<file path="config.mk">
export PLATFORM = sky130hd
export DESIGN_NAME = prio_encoder_queue
export DESIGN_NICKNAME = d
export VERILOG_FILES = /design/src/rtl/enc_pkg.sv /design/src/rtl/prio_scan.sv /design/src/rtl/prio_encoder_queue.sv
export SDC_FILE = /design/constraint.sdc
export NUM_CORES = 1
export LEC_CHECK = 0
export CAP_MARGIN = 30
export CORE_MARGIN = 4
export CORE_UTILIZATION = 47
export CTS_CLUSTER_DIAMETER = 50
export DETAILED_ROUTE_END_ITERATION = 10
export PLACE_DENSITY_LB_ADDON = 0.1
export SLEW_MARGIN = 20
export SYNTH_ARGS = -nofsm -noshare
export SYNTH_HDL_FRONTEND = slang
export SYNTH_SLANG_ARGS = --single-unit
</file>
<file path="constraint.sdc">
create_clock -name clk -period 10.7 [get_ports clk]
set_clock_uncertainty 0.05 [all_clocks]
set_input_delay 2.14 -clock clk [delete_from_list [all_inputs] [get_ports clk]]
set_output_delay 2.14 -clock clk [all_outputs]
set_load 0.01 [all_outputs]
</file>
<file path="src/rtl/enc_pkg.sv">
// Shared constants and width helpers for the request priority encoder queue.
// Latency: n/a (package only).
// Backpressure: n/a (package only).
package enc_pkg;

  // Selection policy codes for the RR parameter of prio_encoder_queue
  localparam int ENC_MODE_FIXED = 0;
  localparam int ENC_MODE_RR    = 1;

  // Default geometry: eight request lines
  localparam int ENC_N_DEF    = 8;
  localparam int ENC_IDXW_DEF = $clog2(ENC_N_DEF);
  localparam int ENC_CNTW_DEF = $clog2(ENC_N_DEF + 1);

  // Width of a binary index into n lines (at least one bit)
  function automatic int idx_width(input int n);
    return (n < 2) ? 1 : $clog2(n);
  endfunction

  // Width able to hold a population count of 0..n
  function automatic int cnt_width(input int n);
    return $clog2(n + 1);
  endfunction

endpackage

</file>
<file path="src/rtl/prio_scan.sv">
// Rotated priority search: first set bit of mask, starting at start and descending with wrap.
// Latency: purely combinational.
// Backpressure: none; evaluated continuously from its inputs.
module prio_scan
  import enc_pkg::*;
#(
  parameter int N    = ENC_N_DEF,
  parameter int IDXW = idx_width(N)
) (
  input  logic [N-1:0]    mask,
  input  logic [IDXW-1:0] start,
  output logic [IDXW-1:0] idx,
  output logic            found
);

  // Position reached after stepping k places down from s, wrapping below 0 to N-1
  function automatic logic [IDXW-1:0] wrap_sub(input logic [IDXW-1:0] s, input int k);
    int p;
    p = int'(s) - k;
    if (p < 0) begin
      p = p + N;
    end
    return IDXW'(p);
  endfunction

  // Walk from the farthest position towards start so the closest set bit overwrites last
  always_comb begin
    idx   = '0;
    found = 1'b0;
    for (int k = N - 1; k >= 0; k--) begin
      if (mask[wrap_sub(start, k)]) begin
        idx   = wrap_sub(start, k);
        found = 1'b1;
      end
    end
  end

endmodule

</file>
<file path="src/rtl/prio_encoder_queue.sv">
// Latches N request lines into a pending mask and hands out one binary index per accepted transfer.
// Latency: req sampled at edge t is visible on out_idx in cycle t+1; out_* are combinational from registers.
// Backpressure: out_valid/out_ready; an unaccepted index stays pending, repeat requests merge and pulse overflow.
module prio_encoder_queue
  import enc_pkg::*;
#(
  parameter int N    = ENC_N_DEF,
  parameter int IDXW = idx_width(N),
  parameter int CNTW = cnt_width(N),
  parameter int RR   = ENC_MODE_FIXED
) (
  input  logic            clk,
  input  logic            rst,
  input  logic            enable,
  input  logic [N-1:0]    req,
  input  logic            out_ready,
  output logic            out_valid,
  output logic [IDXW-1:0] out_idx,
  output logic [N-1:0]    pending,
  output logic [CNTW-1:0] pend_cnt,
  output logic            overflow
);

  localparam logic [IDXW-1:0] TOP_IDX = IDXW'(N - 1);

  logic [IDXW-1:0] ptr;
  logic [IDXW-1:0] scan_start;
  logic [IDXW-1:0] scan_idx;
  logic            scan_found;
  logic            xfer;
  logic [N-1:0]    grant_oh;
  logic [N-1:0]    pend_nxt;

  // Number of set bits in a request mask
  function automatic logic [CNTW-1:0] popcnt(input logic [N-1:0] m);
    logic [CNTW-1:0] c;
    c = '0;
    for (int i = 0; i < N; i++) begin
      c = c + CNTW'(m[i]);
    end
    return c;
  endfunction

  // Fixed priority is a rotated search that always starts at the top index
  assign scan_start = (RR == ENC_MODE_RR) ? ptr : TOP_IDX;

  prio_scan #(
    .N    (N),
    .IDXW (IDXW)
  ) u_scan (
    .mask  (pending),
    .start (scan_start),
    .idx   (scan_idx),
    .found (scan_found)
  );

  // Output side sees only registered state and enable, never req or out_ready
  assign out_valid = enable & scan_found;
  assign out_idx   = out_valid ? scan_idx : '0;
  assign xfer      = out_valid & out_ready;

  // One-hot of the index being handed over this cycle
  always_comb begin
    grant_oh = '0;
    if (xfer) begin
      grant_oh[out_idx] = 1'b1;
    end
  end

  // A fresh request on the granted bit re-arms it because req is ORed after the clear
  assign pend_nxt = enable ? ((pending & ~grant_oh) | req) : pending;

  // Pending mask, its count, the duplicate-request pulse and the round-robin pointer
  always_ff @(posedge clk) begin
    if (rst) begin
      pending  <= '0;
      pend_cnt <= '0;
      overflow <= 1'b0;
      ptr      <= TOP_IDX;
    end else begin
      pending  <= pend_nxt;
      pend_cnt <= popcnt(pend_nxt);
      overflow <= enable & (|(req & pending & ~grant_oh));
      if ((RR == ENC_MODE_RR) && xfer) begin
        ptr <= (out_idx == '0) ? TOP_IDX : (out_idx - 1'b1);
      end
    end
  end

endmodule
</file>
==> run summary, run 1 <==
Notes on the flow outputs.

- The area share of the leading cell type in the synthesized netlist is 31.9%.
- The area overhead of the layout relative to synthesis is 38.3%.
- The power in combinational cells reads 0.0000679 W.
- The run finished with clean final reports.
- In the synthesized netlist, the number of instances is 93.
- The combinational group share of total power is a little over two fifths.
- STA classifies the critical path startpoint as a primary input.
- Per the final timing report, the hold violations number 0.
- Counting stages on the worst path, the most repeated cell is fa_1.
- The worst hold endpoint is overflow.
- The most utilized layer in the global route result is met2.
- The flow reports an fmax of 164 MHz.
- The clock passes through at most 2 buffers.
- Summed over all nets, wire length on met2 after detailed routing comes to 992 um.
- Counting buffers and inverters, the worst setup path is 15 cells deep.
- The required time of the critical path reads roughly 11 ns.
- The total setup buffers inserted after CTS is 0.
- The main logic family after synthesis is simple AND/OR/NAND/NOR gates.
- The die extent in x reads a little under 50 um.
- The net count reported at finish reads 143.
- According to the timing report, the critical path is launched from enable.
- The core region is 1580 sq um.
- After synthesis, the share of cell area in mux cells is 0%.
- For the worst reg-to-reg path, the startpoint reported by OpenROAD is pending[4].
- The clock-pin slew reported for the worst setup and hold paths after clock tree synthesis reads 0.09 ns.
- Per the synthesis report, the adder-cell share of the synthesized area is 14.4%.
- The cell at the root of the clock tree reads clkbuf_4.
- The number of max-capacitance violations reported reads 0.
- In the post-route report, total wirelength is listed as ~1.9 mm.
- In the final layout, excluding clock buffers the buffer count is 28.
- The share of final-layout standard cells stronger than drive strength 1 reads 9.76%.
- The final routed DRC violation total is 0.
- The die boundary height reads 49.7 um.
- In the layout the commonest cells are clkdlybuf4s50_1, dfxtp_1, nor2_1, nand2_1, inv_1.
- The multi-input gate share of the layout cell area reads 45.0%.
- Routing resource usage on met1 recorded by global route was 19.1%.
- The total area of multi-input combinational cells is between 500 and 600 sq um.
- The number of enable flip-flop cells is 0.
- The routed length on met3 is 99 um.
- The fill cell instance count of the final layout reads 128.
- The number of placed instances, taps included, is approximately 140.
- The maximum number of pins on one net before global-route repair reads 17.
- The commonest register cell after synthesis reads dfxtp_1.
- The average wire per cell in the routed design reads 13.8 um.
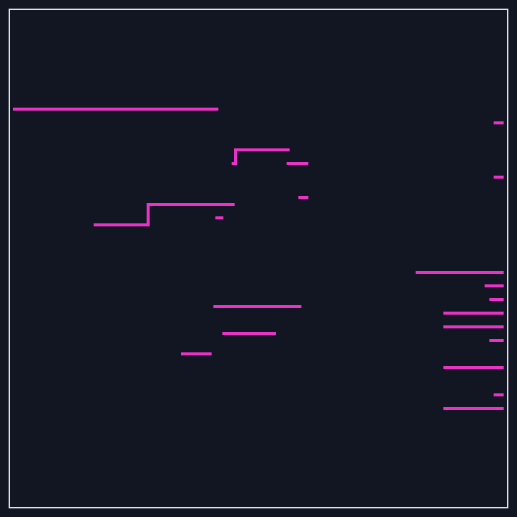
Figure 1: run 1, signal wires on met3.
Drawn at 10 px/um.
- share of all routed wire: 5.2%
- main direction: horizontal
- longest straight run: 20.2 um
- wire length on this layer: 99.5 um

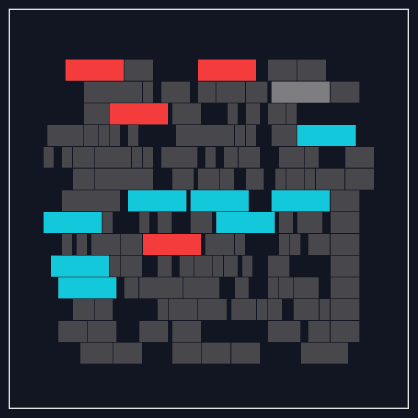
Figure 2: run 1, sequential cells grouped by signal name.
Drawn at 8 px/um. Other sequential cells in the stronger gray, the rest of the logic in the fainter gray.
- red: `pend_cnt` (placed flops 4)
- cyan: `pending` (placed flops 8)

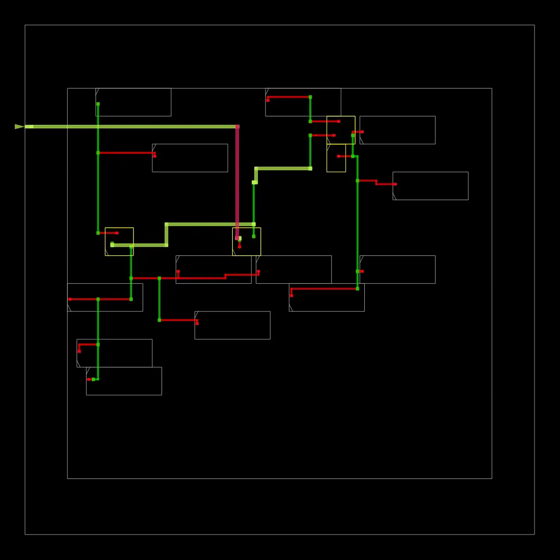
Figure 3: run 1, clock routing.
total CTS buffers: 3
clock sink count: 13
number of clock-tree buffers in the layout: 3
clock network power: 0.0000304 W
Clk Latency, worst-skew pair: 0.28 ns

Figure 4. Signal metal coverage by tile (run 1).
Drawn at 8 px/um. The die is cut into 10 by 10 equal tiles; black is low, pale yellow is high, scaled to the fullest tile. Values are wire area over tile area, all layers added.
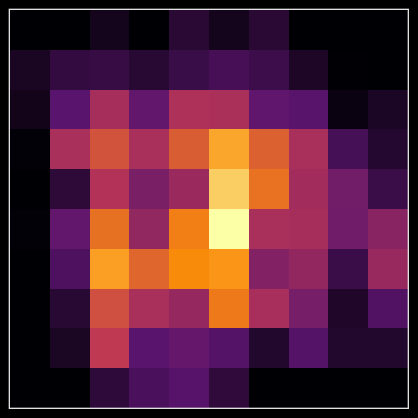

==> run 1 -> run 2 <==
CORE_UTILIZATION = 43   (was 47)
clock period = 6.3 ns   (was 10.7 ns; I/O delays follow)
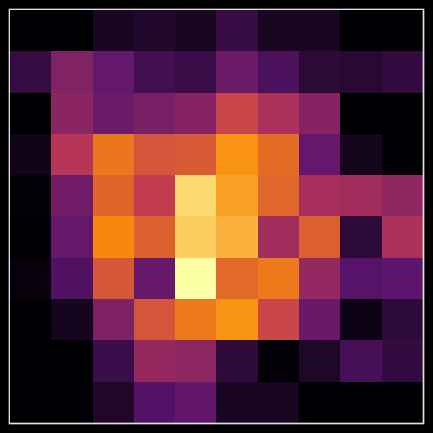
Figure 5: run 2, signal metal coverage by tile.
Drawn at 8 px/um. The die is cut into 10 by 10 equal tiles; black is low, pale yellow is high, scaled to the fullest tile. Values are wire area over tile area, all layers added.
- tiles over half the peak: 24%
- mean over tiles: 0.11
- fullest tile: 0.38
- nearly empty tiles: 20%
- densest ninth of the die: center

==> run 2 against run 1 <==
Combinational power is 68% higher. Core utilization is 6.6 points lower. Total power is 69% higher. Die size increased by 7.8%. Via count fell by 2.4%. Worst setup slack worse by 3.2 ns. Sequential power rose by 69%. Register-to-register slack lost 4.4 ns. Non-clock buffer count up 1. Sequential share of layout area shrank 0.38 points. Critical path depth is 1 higher. Count of clock-buffer cells in the layout unchanged. Critical endpoint unchanged.
==> run summary, run 2 <==
Notes on the flow outputs.

- The cell at the root of the clock tree reads clkbuf_4.
- The startpoint of the lowest-slack register-to-register path reads pending[4].
- The layout buffer count excluding clock buffers is 29 (+3.6%).
- The fill cell instance count of the final layout reads 170 (+33%).
- The kind of cell adding the most delay to the critical path reads adder cells.
- The highest net fanout along the worst path is 16.
- The total area of multi-input combinational cells is 508 sq um (unchanged).
- The multiplexer share of the synthesized area was 0% (unchanged).
- The maximum number of pins on one net before global-route repair is 17 (unchanged).
- The number of sinks handled by clock tree synthesis is 13 (unchanged).
- The setup violation total in the final timing report is 0.
- The number of enable flip-flop cells reads 0 (unchanged).
- The required time of the critical path reads 6.41 ns (-4.40 ns).
- The final routed wirelength across all metal layers reads 1.83 mm (-4.2%).
- The launching element of the worst setup path is enable.
- The multi-input gate share of the layout cell area is 44.2% (-0.73 points).
- The final routed DRC violation total is 0 (unchanged).
- The fmax reads 203 MHz.
- The area of the placeable core was 1760 sq um (+12%).
- The instance count on the critical path reads 16 (+1).
- The area share of the leading cell type in the synthesized netlist reads 31.9% (unchanged).
- Ranking logic cells in the layout by count gives the top entries clkdlybuf4s50_1, dfxtp_1, nor2_1, nand2_1, inv_1.
- The min-delay analysis places its worst path in the category reg -> reg.
- The power in combinational cells was 0.000114 W (+68%).
- The core utilization at floorplan is 46.3%.
- The deepest clock path buffer count is 2 (unchanged).
- The synthesized instance count reads 93 (unchanged).
- The die boundary height is 51.6 um (+3.8%).
- By area, the combinational part of the netlist is dominated by simple AND/OR/NAND/NOR gates.
- The number of clock buffers in the layout came to 3 (unchanged).
- The clock network power consumption was 0.0000516 W (+70%).
- The die extent in x reads 51.6 um (+3.8%).
- The number of placed cells counting well taps is 145 (+7.4%).
- The post-synthesis share of cell area spent on full adders, half adders and majority gates is 14.4% (unchanged).
- The worst hold endpoint is overflow.
- The routed length on met3 was 126 um (+27%).
- The most numerous cell on the critical path reads fa_1.
- The met1 track demand over resource reads 18.4% (-0.75 points).
- The number of buffers created by CTS reads 3 (unchanged).
- The commonest register cell after synthesis is dfxtp_1.
- The combinational group share of total power came to 42.5% (-0.3 points).
- The average wire per cell in the routed design is 12.3 um (-11%).
- The post-synthesis share of cell area spent on and-or and or-and gates is 23.1%.
- The net count reported at finish came to 144 (+0.70%).
- The run finished with clean final reports.
- The biggest area contributor in the post-synthesis netlist is dfxtp_1.
- Counting I/O delays and the setup requirement, the final critical path takes 4.94 ns.
- The clock network latency to the later pin of the worst-skew pair reads 0.28 ns (about the same).
- The number of hold violations in the final report came to 0 (unchanged).
Power is estimated from default activity; no workload was simulated.
